===== src/rtl/instr_fetch_unit_pkg.sv =====
// Core-wide definitions shared by the fetch front-end and the control unit:
// fetch FSM encoding, NOP word, reset PC and RV32I major opcodes.
package instr_fetch_unit_pkg;

    typedef enum logic [2:0] {
        FS_IDLE  = 3'd0,
        FS_FETCH = 3'd1,
        FS_DROP  = 3'd2,
        FS_HOLD  = 3'd3,
        FS_HALT  = 3'd4
    } fetch_state_t;

    localparam logic [31:0] NOP_INST         = 32'h0000_0013;
    localparam logic [31:0] RESET_PC_DEFAULT = 32'h0000_0000;

    localparam logic [6:0] OP_LUI    = 7'b0110111;
    localparam logic [6:0] OP_AUIPC  = 7'b0010111;
    localparam logic [6:0] OP_JAL    = 7'b1101111;
    localparam logic [6:0] OP_JALR   = 7'b1100111;
    localparam logic [6:0] OP_BRANCH = 7'b1100011;
    localparam logic [6:0] OP_LOAD   = 7'b0000011;
    localparam logic [6:0] OP_STORE  = 7'b0100011;
    localparam logic [6:0] OP_IMM    = 7'b0010011;
    localparam logic [6:0] OP_REG    = 7'b0110011;
    localparam logic [6:0] OP_SYSTEM = 7'b1110011;

endpackage


===== src/rtl/instr_fetch_unit.sv =====
// RV32I fetch front-end: owns the PC, runs the imem req/ack handshake and
// holds one fetched instruction for decode, with redirect and in-flight drop.
module instr_fetch_unit
    import instr_fetch_unit_pkg::*;
#(
    parameter int              XLEN     = 32,
    parameter logic [XLEN-1:0] RESET_PC = XLEN'(RESET_PC_DEFAULT)
) (
    input  logic            clk,
    input  logic            rst,
    output logic            imem_req,
    output logic [XLEN-1:0] imem_addr,
    input  logic            imem_ack,
    input  logic [31:0]     imem_rdata,
    input  logic            redirect,
    input  logic [XLEN-1:0] redirect_pc,
    input  logic            stall,
    output logic            inst_valid,
    output logic [31:0]     inst,
    output logic [XLEN-1:0] inst_pc,
    output logic [6:0]      opCode,
    output logic [2:0]      funct3,
    output logic [6:0]      funct7,
    output logic            fetch_err
);

    fetch_state_t    state;
    logic [XLEN-1:0] pc;
    logic [XLEN-1:0] req_addr;
    logic [XLEN-1:0] pc_inc;
    logic            misaligned;
    logic            redir_ok;

    assign pc_inc     = req_addr + XLEN'(4);
    assign misaligned = redirect && (redirect_pc[1:0] != 2'b00);
    assign redir_ok   = redirect && (redirect_pc[1:0] == 2'b00);

    assign imem_addr = req_addr;
    assign opCode    = inst[6:0];
    assign funct3    = inst[14:12];
    assign funct7    = inst[31:25];

    // imem_req / inst_valid are registered alongside the state so they never glitch.
    always_ff @(posedge clk or posedge rst) begin
        if (rst) begin
            state      <= FS_IDLE;
            pc         <= RESET_PC;
            req_addr   <= RESET_PC;
            inst       <= NOP_INST;
            inst_pc    <= '0;
            fetch_err  <= 1'b0;
            imem_req   <= 1'b0;
            inst_valid <= 1'b0;
        end else begin
            case (state)
                FS_IDLE: begin
                    state    <= FS_FETCH;
                    req_addr <= pc;
                    imem_req <= 1'b1;
                end

                FS_FETCH: begin
                    if (misaligned) begin
                        fetch_err <= 1'b1;
                        if (imem_ack) begin
                            state    <= FS_HALT;
                            imem_req <= 1'b0;
                        end else begin
                            state <= FS_DROP;
                        end
                    end else if (redir_ok && imem_ack) begin
                        pc       <= redirect_pc;
                        req_addr <= redirect_pc;
                    end else if (redir_ok) begin
                        pc    <= redirect_pc;
                        state <= FS_DROP;
                    end else if (imem_ack) begin
                        inst       <= imem_rdata;
                        inst_pc    <= req_addr;
                        pc         <= pc_inc;
                        state      <= FS_HOLD;
                        imem_req   <= 1'b0;
                        inst_valid <= 1'b1;
                    end
                end

                // Old request stays on the bus until memory completes it.
                FS_DROP: begin
                    if (misaligned)
                        fetch_err <= 1'b1;
                    else if (redir_ok)
                        pc <= redirect_pc;
                    if (imem_ack) begin
                        if (fetch_err || misaligned) begin
                            state    <= FS_HALT;
                            imem_req <= 1'b0;
                        end else begin
                            state    <= FS_FETCH;
                            req_addr <= redir_ok ? redirect_pc : pc;
                        end
                    end
                end

                FS_HOLD: begin
                    if (misaligned) begin
                        fetch_err  <= 1'b1;
                        state      <= FS_HALT;
                        inst_valid <= 1'b0;
                    end else if (redir_ok) begin
                        pc         <= redirect_pc;
                        req_addr   <= redirect_pc;
                        state      <= FS_FETCH;
                        imem_req   <= 1'b1;
                        inst_valid <= 1'b0;
                    end else if (!stall) begin
                        req_addr   <= pc;
                        state      <= FS_FETCH;
                        imem_req   <= 1'b1;
                        inst_valid <= 1'b0;
                    end
                end

                FS_HALT: begin
                    imem_req   <= 1'b0;
                    inst_valid <= 1'b0;
                end

                default: begin
                    state      <= FS_HALT;
                    imem_req   <= 1'b0;
                    inst_valid <= 1'b0;
                end
            endcase
        end
    end

endmodule


===== config.mk =====
export PLATFORM = sky130hd
export DESIGN_NAME = instr_fetch_unit
export DESIGN_NICKNAME = d
export VERILOG_FILES = /design/src/rtl/instr_fetch_unit_pkg.sv /design/src/rtl/instr_fetch_unit.sv
export SDC_FILE = /design/constraint.sdc
export NUM_CORES = 1
export LEC_CHECK = 0
export CAP_MARGIN = 25
export CORE_MARGIN = 4
export CORE_UTILIZATION = 43
export CTS_CLUSTER_SIZE = 25
export DETAILED_ROUTE_END_ITERATION = 8
export PLACE_DENSITY = 0.81
export REMOVE_ABC_BUFFERS = 1
export SLEW_MARGIN = 10
export SYNTH_ARGS = -nofsm -noshare
export SYNTH_HDL_FRONTEND = slang
export SYNTH_SLANG_ARGS = --single-unit

===== constraint.sdc =====
create_clock -name clk -period 4.9 [get_ports clk]
set_input_delay 1.47 -clock clk [delete_from_list [all_inputs] [get_ports clk]]
set_output_delay 1.47 -clock clk [all_outputs]
set_load 0.05 [all_outputs]

==> results.sh, run 1 <==
# yosys + openroad results
export IMPL_status="complete, no violations"
export IMPL_synth_area_mm2=0.00640
export IMPL_top_area_cell="dfrtp_1"
export IMPL_dp_hpwl_um=11200
export IMPL_min_period_ns=3.71
export IMPL_area_growth_pct=38.7
export IMPL_wire_per_inst_um=16.5
export IMPL_synth_most_common_cell="nand2_1"
export IMPL_p_switching_mw=2.90
export IMPL_vias_per_cell=5.22
export IMPL_period_used=0.757
export IMPL_wl_met2_um=7930
export IMPL_syn_avg_cell_area_um2=9.86
export IMPL_root_buffer="clkbuf_16"
export IMPL_use_met2=0.332
export IMPL_p_total_mw=6.36
export IMPL_mux_area_frac=0.111
export IMPL_highest_layer="met4"
export IMPL_ys_sh_simple=0.180
export IMPL_logic_family="simple AND/OR/NAND/NOR gates"
export IMPL_die_x_um=130
export IMPL_top_power_group="combinational cells"
export IMPL_core_mm2=0.0145
export IMPL_finalClockSkew_ns=0.00872
export IMPL_vdd_drop_max_mv=0.415
export IMPL_grt_max_degree=117
export IMPL_floorplan_core_util=0.440
export IMPL_p_clk_mw=1.16
export IMPL_ctsHoldBuffers=0
export IMPL_seq_power_mw=2.00
export IMPL_max_cap_violations=0
export IMPL_place_congestion=0.890
export IMPL_cts_buffer_depth=2
export IMPL_grt_overflow_total=0
export IMPL_adder_share=0.00196
export IMPL_drive_gt1_frac=0.132
export IMPL_endpoint_kind="flop"
export IMPL_cp_num_buf_inv=2
export IMPL_post_dp_cell_area_mm2=0.00831
export IMPL_p_comb_frac=0.502
export IMPL_synthArstFlopShare=1.00
export IMPL_yosys_area_share_aoi=0.0958
export IMPL_wl_met3_um=1260
export IMPL_edf_count=0
export IMPL_slew_headroom=0.460
export IMPL_cts_tree="done"
export IMPL_yosysWarnings=0
export IMPL_ys_seq_frac=0.525
export IMPL_cp_max_fo=17
export IMPL_ant_nets=0
export IMPL_io_buffers=184
export IMPL_ys_cells=649
export IMPL_use_met3=0.0716
export IMPL_m1WireLength_um=7260
export IMPL_slowest_stage="clkdlybuf4s50_1"
export IMPL_area_leaders="dfrtp_1 51%, nand2_1 12%, mux2_2 9.5%, a22oi_1 3.3%, o21ai_0 2.6%"
export IMPL_synthCells=649
export IMPL_seqPwrFrac=0.315
export IMPL_ios=185
export IMPL_grt_antenna_before_repair=0
export IMPL_num_antenna_cells=0
export IMPL_cp_arrival_ns=3.99
export IMPL_clk_latency_ns=0.41
export IMPL_warning_count=26
export IMPL_std_cell_rows=44
export IMPL_grt_pass1_vias=5391
export IMPL_grt_use_total=0.206
export IMPL_cts_resized=0
export IMPL_required_ns=5.18
export IMPL_fmax_mhz=269
export IMPL_ys_types=47
export IMPL_yosysChipArea_mm2=0.00640
export IMPL_worst_pin_slew_ns=0.810
export IMPL_p_per_area_mw_per_mm2=717
export IMPL_drv_slew=0
export IMPL_rsz0062_at_grt="no"
export IMPL_top_usage_layer="met2"
export IMPL_clk_pin_slew_ns=0.06
export IMPL_synthXorXnorAreaFrac=0.0356
export IMPL_chip_area_mm2=0.0169
export IMPL_startpoint_type="input pin"
export IMPL_design_area_mm2=0.00887
export IMPL_fin_util=0.611
export IMPL_drt_iter0_drc=346
export IMPL_power_share_clock=0.183
export IMPL_cts_made_buffers=17
export IMPL_leakagePower_nw=3.97
export IMPL_post_cts_buffers=0
export IMPL_hold_ws_ns=0.470
export IMPL_setup_viol=0
export IMPL_h_tree_depth=4
export IMPL_setup_tns_final_ns=0
export IMPL_grt_pass1_wl_um=27400
export IMPL_firstDrtPassIters=4
export IMPL_netSwitchingFraction=0.456
export IMPL_die_h_um=130
export IMPL_crit_chain="clkdlybuf4s50_1 > o21ai_0 > a211oi_1 > o21ai_2 > buf_4 > a22oi_1 > o211ai_1"
export IMPL_max_stage_delay_ns=0.66
export IMPL_synthFlopType="dfrtp_1"
export IMPL_clkSinkCount=134
export IMPL_top_cells_by_count="208 x nand2_1, 131 x dfrtp_1, 54 x mux2_2"
export IMPL_crit_family="AND-OR/OR-AND gates"
export IMPL_p_comb_mw=3.19
export IMPL_ys_flops=134
run 1: per-stage QoR:
step,std cells,setup WS (ns)
2_1_floorplan,596,-0.449
3_3_place_gp,976,0.836
3_5_place_dp,976,0.791
4_1_cts,1008,1.22
5_1_grt,1009,0.943
6_report,1009,1.19
run 1: worst paths after layout:
kind / slack (ns) / to / cells past startpoint / from
max in group asynchronous: 2.57 / pc[17]$_DFFE_PP0P_ / 4 / rst
min: 0.47 / inst[11]$_DFFE_PP0P_ / 2 / inst[11]$_DFFE_PP0P_
max: 1.19 / pc[31]$_DFFE_PP0P_ / 7 / imem_ack
max reg2reg: 2.22 / pc[31]$_DFFE_PP0P_ / 6 / state[1]$_DFFE_PP0P_
min in group asynchronous: 1.39 / inst[21]$_DFFE_PP0P_ / 2 / rst
min reg2reg: 0.47 / inst[11]$_DFFE_PP0P_ / 2 / inst[11]$_DFFE_PP0P_
run 1: cell type report:
cell class,instances,area (µm²)
clock buffers,23,458
clock inverters,9,78.8
fillers,1233,5660
inverters,8,35.0
multi-input cells,454,2740
flip-flops and latches,134,3360
well taps,184,230
repair buffers,197,1970
run 1: placed cells by master, fill, tap and decap left out, drive strengths merged, types with 2 or more instances in the layout:
cell,synthesis,final
a21o,4,4
clkdlybuf4s50,0,184
clkinvlp,0,2
o22ai,3,3
a31oi,3,3
nor2,12,12
nand2b,3,3
a211o,2,2
nand2,208,208
a22oi,28,28
and3,5,5
o211ai,2,2
clkinv,0,6
a21oi,8,8
and4,4,4
dfrtp,131,131
o21ai,34,34
a22o,5,5
nand3,15,15
nor3,6,6
buf,26,13
clkbuf,27,23
nor2b,2,2
mux2,58,58
inv,8,8
mux2i,6,6
dfstp,3,3
xnor2,8,8
nand4,9,9
xor2,18,18
### M1 wires, run 1

Supply wires on this layer in grey.
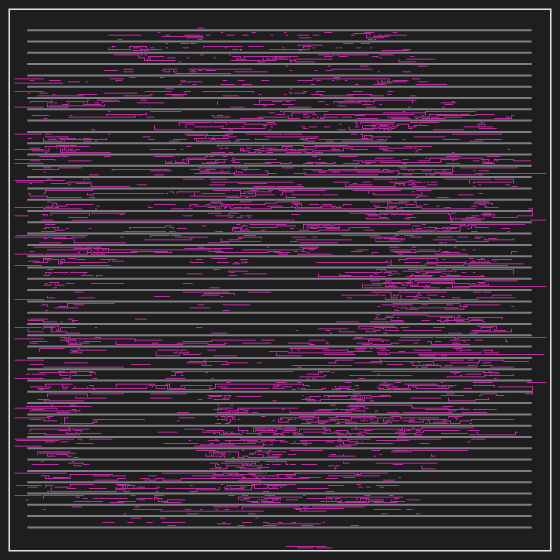
share of all routed wire: 44%
wire length on this layer: 7260 µm
nets with wire on the layer: 767
main direction: horizontal
WL final: 16600 µm
met1 usage: 0.263
vias: 5267

### Logic cells by family, run 1

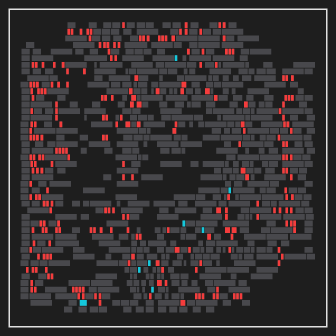
[NAND gates] red | cells: 235 | where: widely spread
[inverters] cyan | cells: 8
most numerous logic cell after layout: nand2_1
final cell count without fillers: 1009
logic share of the area: 0.309

### Register map, names as in the netlist, run 1

Other sequential cells in the stronger grey, the rest of the logic in the fainter grey.
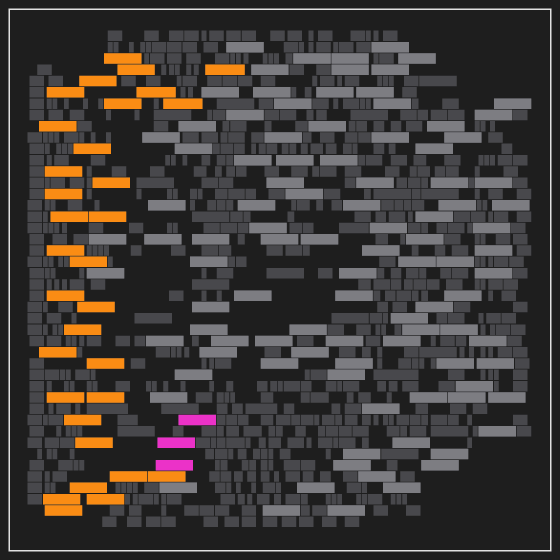
[inst] orange | sequential cells: 32 | where: a column on the left
[state] magenta | sequential cells: 3
fraction of area in registers: 0.378
Reg area: 0.00336 mm²

### PDN straps and rails, run 1

Pins as bars on the die edge.
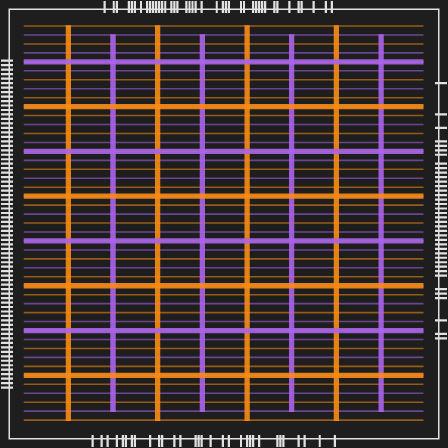

--- run 2 (diff from run 1) ---
--- a/config.mk
+++ b/config.mk
@@ -7,10 +7,10 @@
 export LEC_CHECK = 0
 export CAP_MARGIN = 25
 export CORE_MARGIN = 4
-export CORE_UTILIZATION = 43
+export CORE_UTILIZATION = 48
 export CTS_CLUSTER_SIZE = 25
 export DETAILED_ROUTE_END_ITERATION = 8
-export PLACE_DENSITY = 0.81
+export PLACE_DENSITY = 0.86
 export REMOVE_ABC_BUFFERS = 1
 export SLEW_MARGIN = 10
 export SYNTH_ARGS = -nofsm -noshare
==> constraint.sdc (replaced) <==
create_clock -name clk -period 3.45 [get_ports clk]
set_input_delay 1.035 -clock clk [delete_from_list [all_inputs] [get_ports clk]]
set_output_delay 1.035 -clock clk [all_outputs]
set_load 0.05 [all_outputs]
### PDN straps and rails, run 2

Pins as bars on the die edge.
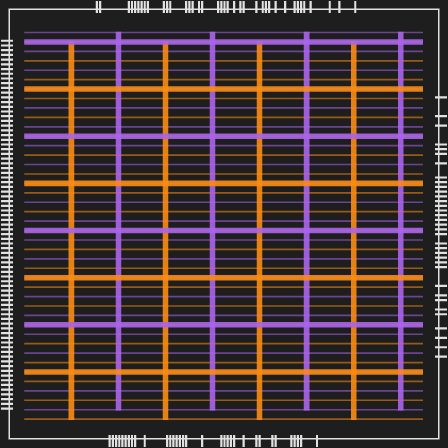
[VDD] purple
[VSS] orange
met4 straps: 8
signal pins: 185
met5 straps: 8
die height: 123 µm
core footprint: 0.0128 mm²
worst vdd ir: 0.692 mV
die width: 123 µm

==> run 2 against run 1 <==
Compared with the run above:
- synthesized area unchanged
- utilization is 9.3 points higher
- critical path type is now reg2out
- critical endpoint is now imem_addr[19]
- highest routed layer unchanged
- non-clock buffer count rose by 6
==> results.sh, run 2 <==
# yosys + openroad results
export IMPL_finalClockSkew_ns=0.00600
export IMPL_edf_count=0
export IMPL_firstDrtPassIters=4
export IMPL_fin_util=0.704
export IMPL_p_per_area_mw_per_mm2=1030
export IMPL_final_common_cell="nand2_1"
export IMPL_wire_per_inst_um=17.5
export IMPL_required_ns=2.41
export IMPL_startpoint_type="flop"
export IMPL_cts_made_buffers=17
export IMPL_grt_pass1_wl_um=28800
export IMPL_slowest_stage="clkdlybuf4s50_1"
export IMPL_area_leaders="dfrtp_1 51%, nand2_1 12%, mux2_2 9.5%, a22oi_1 3.3%, o21ai_0 2.6%"
export IMPL_grt_overflow_total=0
export IMPL_yosysChipArea_mm2=0.00640
export IMPL_seqPwrFrac=0.306
export IMPL_grt_use_total=0.245
export IMPL_grt_max_degree=64
export IMPL_drt_iter0_drc=437
export IMPL_max_stage_delay_ns=0.92
export IMPL_worst_pin_slew_ns=0.801
export IMPL_crit_start="imem_addr[19]$_DFFE_PP0P_"
export IMPL_vias_per_cell=5.40
export IMPL_warning_count=25
export IMPL_cts_resized=0
export IMPL_p_comb_frac=0.493
export IMPL_floorplan_core_util=0.499
export IMPL_yosysWarnings=0
export IMPL_syn_avg_cell_area_um2=9.86
export IMPL_top_cells_by_count="208 x nand2_1, 131 x dfrtp_1, 54 x mux2_2"
export IMPL_h_tree_depth=4
export IMPL_power_share_clock=0.202
export IMPL_root_buffer="clkbuf_16"
export IMPL_ctsHoldBuffers=0
export IMPL_wl_um=17600
export IMPL_drv_slew=0
export IMPL_place_congestion=0.854
export IMPL_slew_headroom=0.463
export IMPL_critPathCapture="imem_addr[19]"
export IMPL_clk_pin_slew_ns=0.06
export IMPL_ys_cells=649
export IMPL_grt_pass1_vias=5685
export IMPL_ios=185
export IMPL_cts_tree="done"
export IMPL_intPower_mw=5.16
export IMPL_grt_antenna_before_repair=0
export IMPL_cp_num_buf_inv=1
export IMPL_period_used=0.841
export IMPL_cts_buffer_depth=2
export IMPL_fmax_mhz=345
export IMPL_std_cell_rows=41
export IMPL_rsz0062_at_grt="no"
export IMPL_synthCells=649
export IMPL_worst_r2r_setup_slack_ns=1.12
export IMPL_pre_cts_ws_ns=0.213
export IMPL_cp_arrival_ns=1.87
export IMPL_synth_area_mm2=0.00640
export IMPL_nFillCells=952
export IMPL_status="complete, no violations"
export IMPL_p_total_mw=9.32
export IMPL_area_growth_pct=41.0
export IMPL_r2r_cells=6
export IMPL_chip_area_mm2=0.0152
export IMPL_leakagePower_nw=4.05
export IMPL_logic_area_mm2=0.00274
export IMPL_min_path_cells=2
export IMPL_crit_family="buffers and inverters"
export IMPL_rr_startpoint="state[2]$_DFFE_PP0P_"
export IMPL_io_buffers=184
export IMPL_clkSinkCount=134
export IMPL_ys_types=47
export IMPL_reg2reg_to="imem_addr[12]$_DFFE_PP0P_"
export IMPL_worst_path_stages=1
export IMPL_crit_chain="clkdlybuf4s50_1"
export IMPL_synthFlopType="dfrtp_1"
export IMPL_ant_nets=0
export IMPL_p_switching_mw=4.16
export IMPL_ys_seq_frac=0.525
export IMPL_vias=5411
export IMPL_netSwitchingFraction=0.446
export IMPL_drive_gt1_frac=0.141
export IMPL_seq_area_mm2=0.00336
export IMPL_min_period_ns=2.90
export IMPL_endpoint_kind="output pin"
export IMPL_synth_most_common_cell="nand2_1"
export IMPL_top_area_cell="dfrtp_1"
export IMPL_clk_latency_ns=0.41
export IMPL_dp_hpwl_um=11900
export IMPL_hp_start="inst[11]$_DFFE_PP0P_"
export IMPL_worst_slack_ns=0.549
export IMPL_dp_cells=971
export IMPL_cp_max_fo=9
export IMPL_num_antenna_cells=0
export IMPL_ys_flops=134
export IMPL_layout_top_cells="208 x nand2_1, 184 x clkdlybuf4s50_1, 131 x dfrtp_1, 54 x mux2_2, 33 x o21ai_0"
export IMPL_max_cap_violations=0
export IMPL_drc=0
export IMPL_post_cts_buffers=0
export IMPL_setup_viol=0
export IMPL_synthArstFlopShare=1.00
export IMPL_holdPathEnd="inst[11]$_DFFE_PP0P_"
### Logic cells by family, run 2

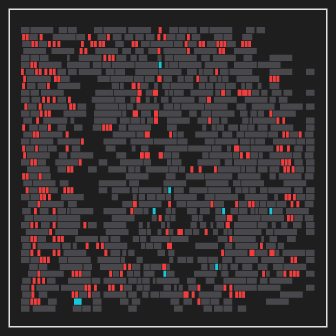
[NAND gates] red | cells: 235 | where: widely spread
[inverters] cyan | cells: 8
logic share of the area: 0.304
final cell count without fillers: 1002

run 2: cell counts after synthesis:
Identical to the previous run, type by type.
run 2: cell families (layout without fill, tap and decap cells):
family                   count (synthesis)  count (layout)  synth area share
AND/OR/NAND/NOR                        269             269             0.180
flip-flops                             134             134             0.525
AND-OR/OR-AND                           94              94            0.0958
multiplexers                            64              64             0.111
buffers and inverters                   61             242            0.0506
XOR/XNOR                                26              26            0.0356
adder cells (fa/ha/maj)                  1               1           0.00196
run 2: cell type report:
cell class                 count  share of cell area
timing repair buffer         203               0.228
tap                          172              0.0238
multi-input combinational    454               0.304
clock inverter                10              0.0169
clock buffer                  21              0.0510
inverter                       8             0.00388
sequential                   134               0.372
run 2: per-layer routing:
layer / vias to the layer above / global-route usage / part of all wire
met2: 209 / 0.402 / 0.49
met5: - / 0 / 0
met4: 0 / 0.0844 / 0.014
met1: 2652 / 0.297 / 0.41
met3: 22 / 0.0910 / 0.082
li1: 2528 / - / -
run 2: metrics by stage:
| step | TNS [ns] | hold slack, ns | cell area, µm² |
|---|---|---|---|
| 3_3_place_gp | 0 | 0.454 | 8410 |
| 5_1_grt | 0 | 0.505 | 9020 |
| 3_5_place_dp | 0 | 0.461 | 8410 |
| 2_1_floorplan | -236.91 | 0.446 | 6100 |
| 4_1_cts | 0 | 0.472 | 9020 |
| 6_report | 0 | 0.470 | 9020 |
run 2: power by group through the flow:
stage	Combinational, mW	Clock [mW]	Sequential (mW)
after floorplan	1.06	0	4.73
after global placement	4.53	0	2.80
after detailed placement	4.61	0	2.85
after CTS	4.63	1.91	2.84
after global routing	4.86	1.97	2.95
final	4.59	1.88	2.85
### The clock network, run 2

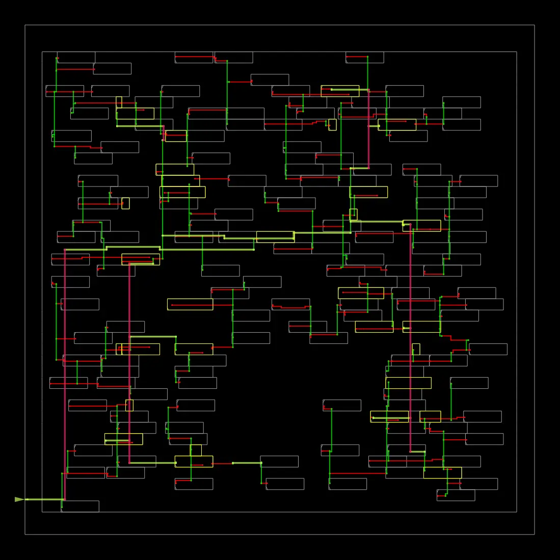

--- run 3 (diff from run 2) ---
==> constraint.sdc (replaced) <==
create_clock -name clk -period 2.7 [get_ports clk]
set_input_delay 0.81 -clock clk [delete_from_list [all_inputs] [get_ports clk]]
set_output_delay 0.81 -clock clk [all_outputs]
set_load 0.05 [all_outputs]
### The clock network, run 3

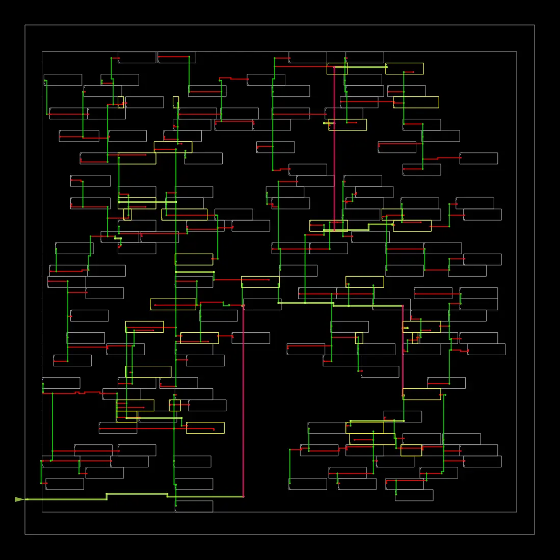
clock buffers: 24
seq_cells: 134
TritonCTS Buffers: 17
clock group power: 2.56 mW

### M1 wires, run 3

Supply wires on this layer in grey.
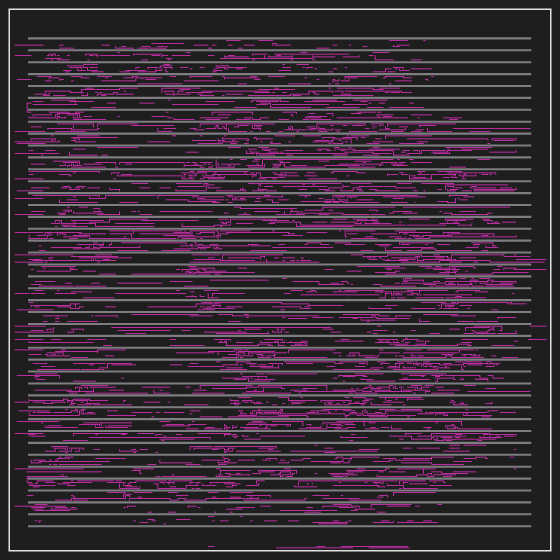
nets with wire on the layer: 793
share of all routed wire: 42%
longest straight run: 50.1 µm
wire length on this layer: 7340 µm
main direction: horizontal
vias: 5464
met1 usage: 0.303
WL final: 17600 µm

==> run 3 against run 2 <==
Compared with the run above:
- critical path depth stayed put
- die size stayed put
- largest cell class unchanged
- total power is 30% higher
- clock skew is 0.0015 ns higher
- via count is 0.98% higher
- sequential power is 26% higher
- final cell count is 1.4% higher
- flip-flop count stayed put
- critical endpoint is now imem_addr[11]
- non-clock buffer count is 13 higher
==> results.sh, run 3 <==
# yosys + openroad results
export IMPL_p_total_mw=12.1
export IMPL_grt_use_total=0.241
export IMPL_startpoint_type="flop"
export IMPL_max_stage_delay_ns=0.87
export IMPL_slowest_stage="clkdlybuf4s50_1"
export IMPL_ys_seq_frac=0.525
export IMPL_num_antenna_cells=0
export IMPL_p_per_area_mw_per_mm2=1320
export IMPL_use_met2=0.389
export IMPL_grt_max_degree=55
export IMPL_ant_nets=0
export IMPL_area_growth_pct=43.5
export IMPL_seq_power_mw=3.59
export IMPL_vias_per_cell=5.38
export IMPL_worst_pin_slew_ns=0.565
export IMPL_layout_top_cells="208 x nand2_1, 182 x clkdlybuf4s50_1, 131 x dfrtp_1, 54 x mux2_2, 33 x o21ai_0"
export IMPL_die_x_um=123
export IMPL_nFillCells=896
export IMPL_setup_viol=0
export IMPL_p_comb_mw=5.95
export IMPL_chip_area_mm2=0.0152
export IMPL_crit_family="buffers and inverters"
export IMPL_design_area_mm2=0.00919
export IMPL_use_met3=0.0750
export IMPL_cts_tree="done"
export IMPL_intPower_mw=6.78
export IMPL_yosysWarnings=0
export IMPL_power_share_clock=0.211
export IMPL_std_cell_rows=41
export IMPL_clkSinkCount=134
export IMPL_syn_avg_cell_area_um2=9.86
export IMPL_drc=0
export IMPL_synth_area_mm2=0.00640
export IMPL_top_area_cell="dfrtp_1"
export IMPL_wl_met2_um=8640
export IMPL_clk_latency_ns=0.41
export IMPL_edf_count=0
export IMPL_highest_layer="met4"
export IMPL_synth_most_common_cell="nand2_1"
export IMPL_grt_overflow_total=0
export IMPL_r2r_cells=5
export IMPL_m1WireLength_um=7340
export IMPL_fin_util=0.716
export IMPL_p_comb_frac=0.492
export IMPL_min_path_cells=2
export IMPL_synthCells=649
export IMPL_netSwitchingFraction=0.440
export IMPL_drt_iter0_drc=363
export IMPL_clk_pin_slew_ns=0.06
export IMPL_hp_start="inst_pc[14]$_DFFE_PP0P_"
export IMPL_top_power_group="combinational cells"
export IMPL_synthDominantCellAreaShare=0.512
export IMPL_grt_antenna_before_repair=0
export IMPL_fmax_mhz=383
export IMPL_hold_viol=0
export IMPL_finalClockSkew_ns=0.00750
export IMPL_cp_max_fo=8
export IMPL_path_class="reg2out"
export IMPL_core_mm2=0.0128
export IMPL_rsz0062_at_grt="no"
export IMPL_synthFlopType="dfrtp_1"
export IMPL_ctsHoldBuffers=0
export IMPL_ys_types=47
export IMPL_crit_chain="clkdlybuf4s50_1"
export IMPL_vdd_drop_max_mv=0.979
export IMPL_holdPathEnd="inst_pc[14]$_DFFE_PP0P_"
export IMPL_drive_gt1_frac=0.154
export IMPL_leakagePower_nw=4.17
export IMPL_die_h_um=123
export IMPL_root_buffer="clkbuf_16"
export IMPL_area_leaders="dfrtp_1 51%, nand2_1 12%, mux2_2 9.5%, a22oi_1 3.3%, o21ai_0 2.6%"
export IMPL_cp_num_buf_inv=1
export IMPL_place_congestion=0.857
export IMPL_status="complete, no violations"
export IMPL_grt_pass1_wl_um=28500
export IMPL_firstDrtPassIters=4
export IMPL_io_buffers=184
export IMPL_min_period_ns=2.61
export IMPL_dp_hpwl_um=12100
export IMPL_drv_slew=0
export IMPL_rr_startpoint="state[1]$_DFFE_PP0P_"
export IMPL_p_switching_mw=5.32
export IMPL_endpoint_kind="output pin"
export IMPL_floorplan_core_util=0.499
export IMPL_post_dp_cell_area_mm2=0.00852
export IMPL_h_tree_depth=4
export IMPL_ys_flops=134
export IMPL_slew_headroom=0.622
export IMPL_period_used=0.966
export IMPL_hold_ws_ns=0.471
export IMPL_wl_met3_um=1330
export IMPL_required_ns=1.89
export IMPL_layout_nets=901
export IMPL_final_common_cell="nand2_1"
export IMPL_ys_cells=649
export IMPL_seqPwrFrac=0.297
export IMPL_grt_pass1_vias=5679
export IMPL_hold_path_class="reg2reg"
export IMPL_wire_per_inst_um=17.3
export IMPL_cts_buffer_depth=2
export IMPL_top_cells_by_count="208 x nand2_1, 131 x dfrtp_1, 54 x mux2_2"
export IMPL_ios=185
export IMPL_warning_count=25
export IMPL_reg2reg_to="pc[31]$_DFFE_PP0P_"
export IMPL_max_cap_violations=0
export IMPL_synthArstFlopShare=1.00
export IMPL_worst_r2r_setup_slack_ns=0.53
export IMPL_yosysChipArea_mm2=0.00640
export IMPL_cp_arrival_ns=1.80
export IMPL_top_usage_layer="met2"
run 3: final cells by class:
type | count | area, µm² | area share
clock buffers | 24 | 492 | 0.0535
repair buffers | 216 | 2170 | 0.237
clock inverters | 8 | 168 | 0.0183
inverters | 8 | 35.0 | 0.00381
multi-input cells | 454 | 2740 | 0.299
flip-flops and latches | 134 | 3360 | 0.365
well taps | 172 | 215 | 0.0234
run 3: what timing repair did:
action,4_1_cts,5_1_grt
setup buffers,0,0
setup endpoints to repair,0,2
hold endpoints to repair,0,0
resized,0,2
run 3: metrics by stage:
step                cells  TNS, ns  setup slack [ns]
global placement      984    -7.99            -0.210
global route         1016        0            0.0316
CTS                  1016        0           0.00312
detailed placement    984   -10.38            -0.275
floorplan             596  -365.50             -1.99
finish               1016        0            0.0916
run 3: worst max path at each step:
stage          depth (start not counted)  slack (ns)                   endpoint                 startpoint
6_report                               1        0.09              imem_addr[11]  imem_addr[11]$_DFFE_PP0P_
5_1_grt                                1        0.03              imem_addr[11]  imem_addr[11]$_DFFE_PP0P_
4_1_cts                                1       0.003              imem_addr[19]  imem_addr[19]$_DFFE_PP0P_
3_5_place_dp                           7       -0.28  imem_addr[15]$_DFFE_PP0P_             redirect_pc[0]
3_3_place_gp                           7       -0.21  imem_addr[25]$_DFFE_PP0P_             redirect_pc[0]
2_1_floorplan                          5       -1.99         pc[31]$_DFFE_PP0P_                   redirect
run 3: cell families (layout without fill, tap and decap cells):
group,after synthesis,after routing,share of synthesized area
AND/OR/NAND/NOR,269,269,0.180
flip-flops,134,134,0.525
AND-OR/OR-AND,94,94,0.0958
multiplexers,64,64,0.111
buffers and inverters,61,256,0.0506
XOR/XNOR,26,26,0.0356
adder cells (fa/ha/maj),1,1,0.00196
Power figures rest on the tool's default switching activity, not on a simulated workload.
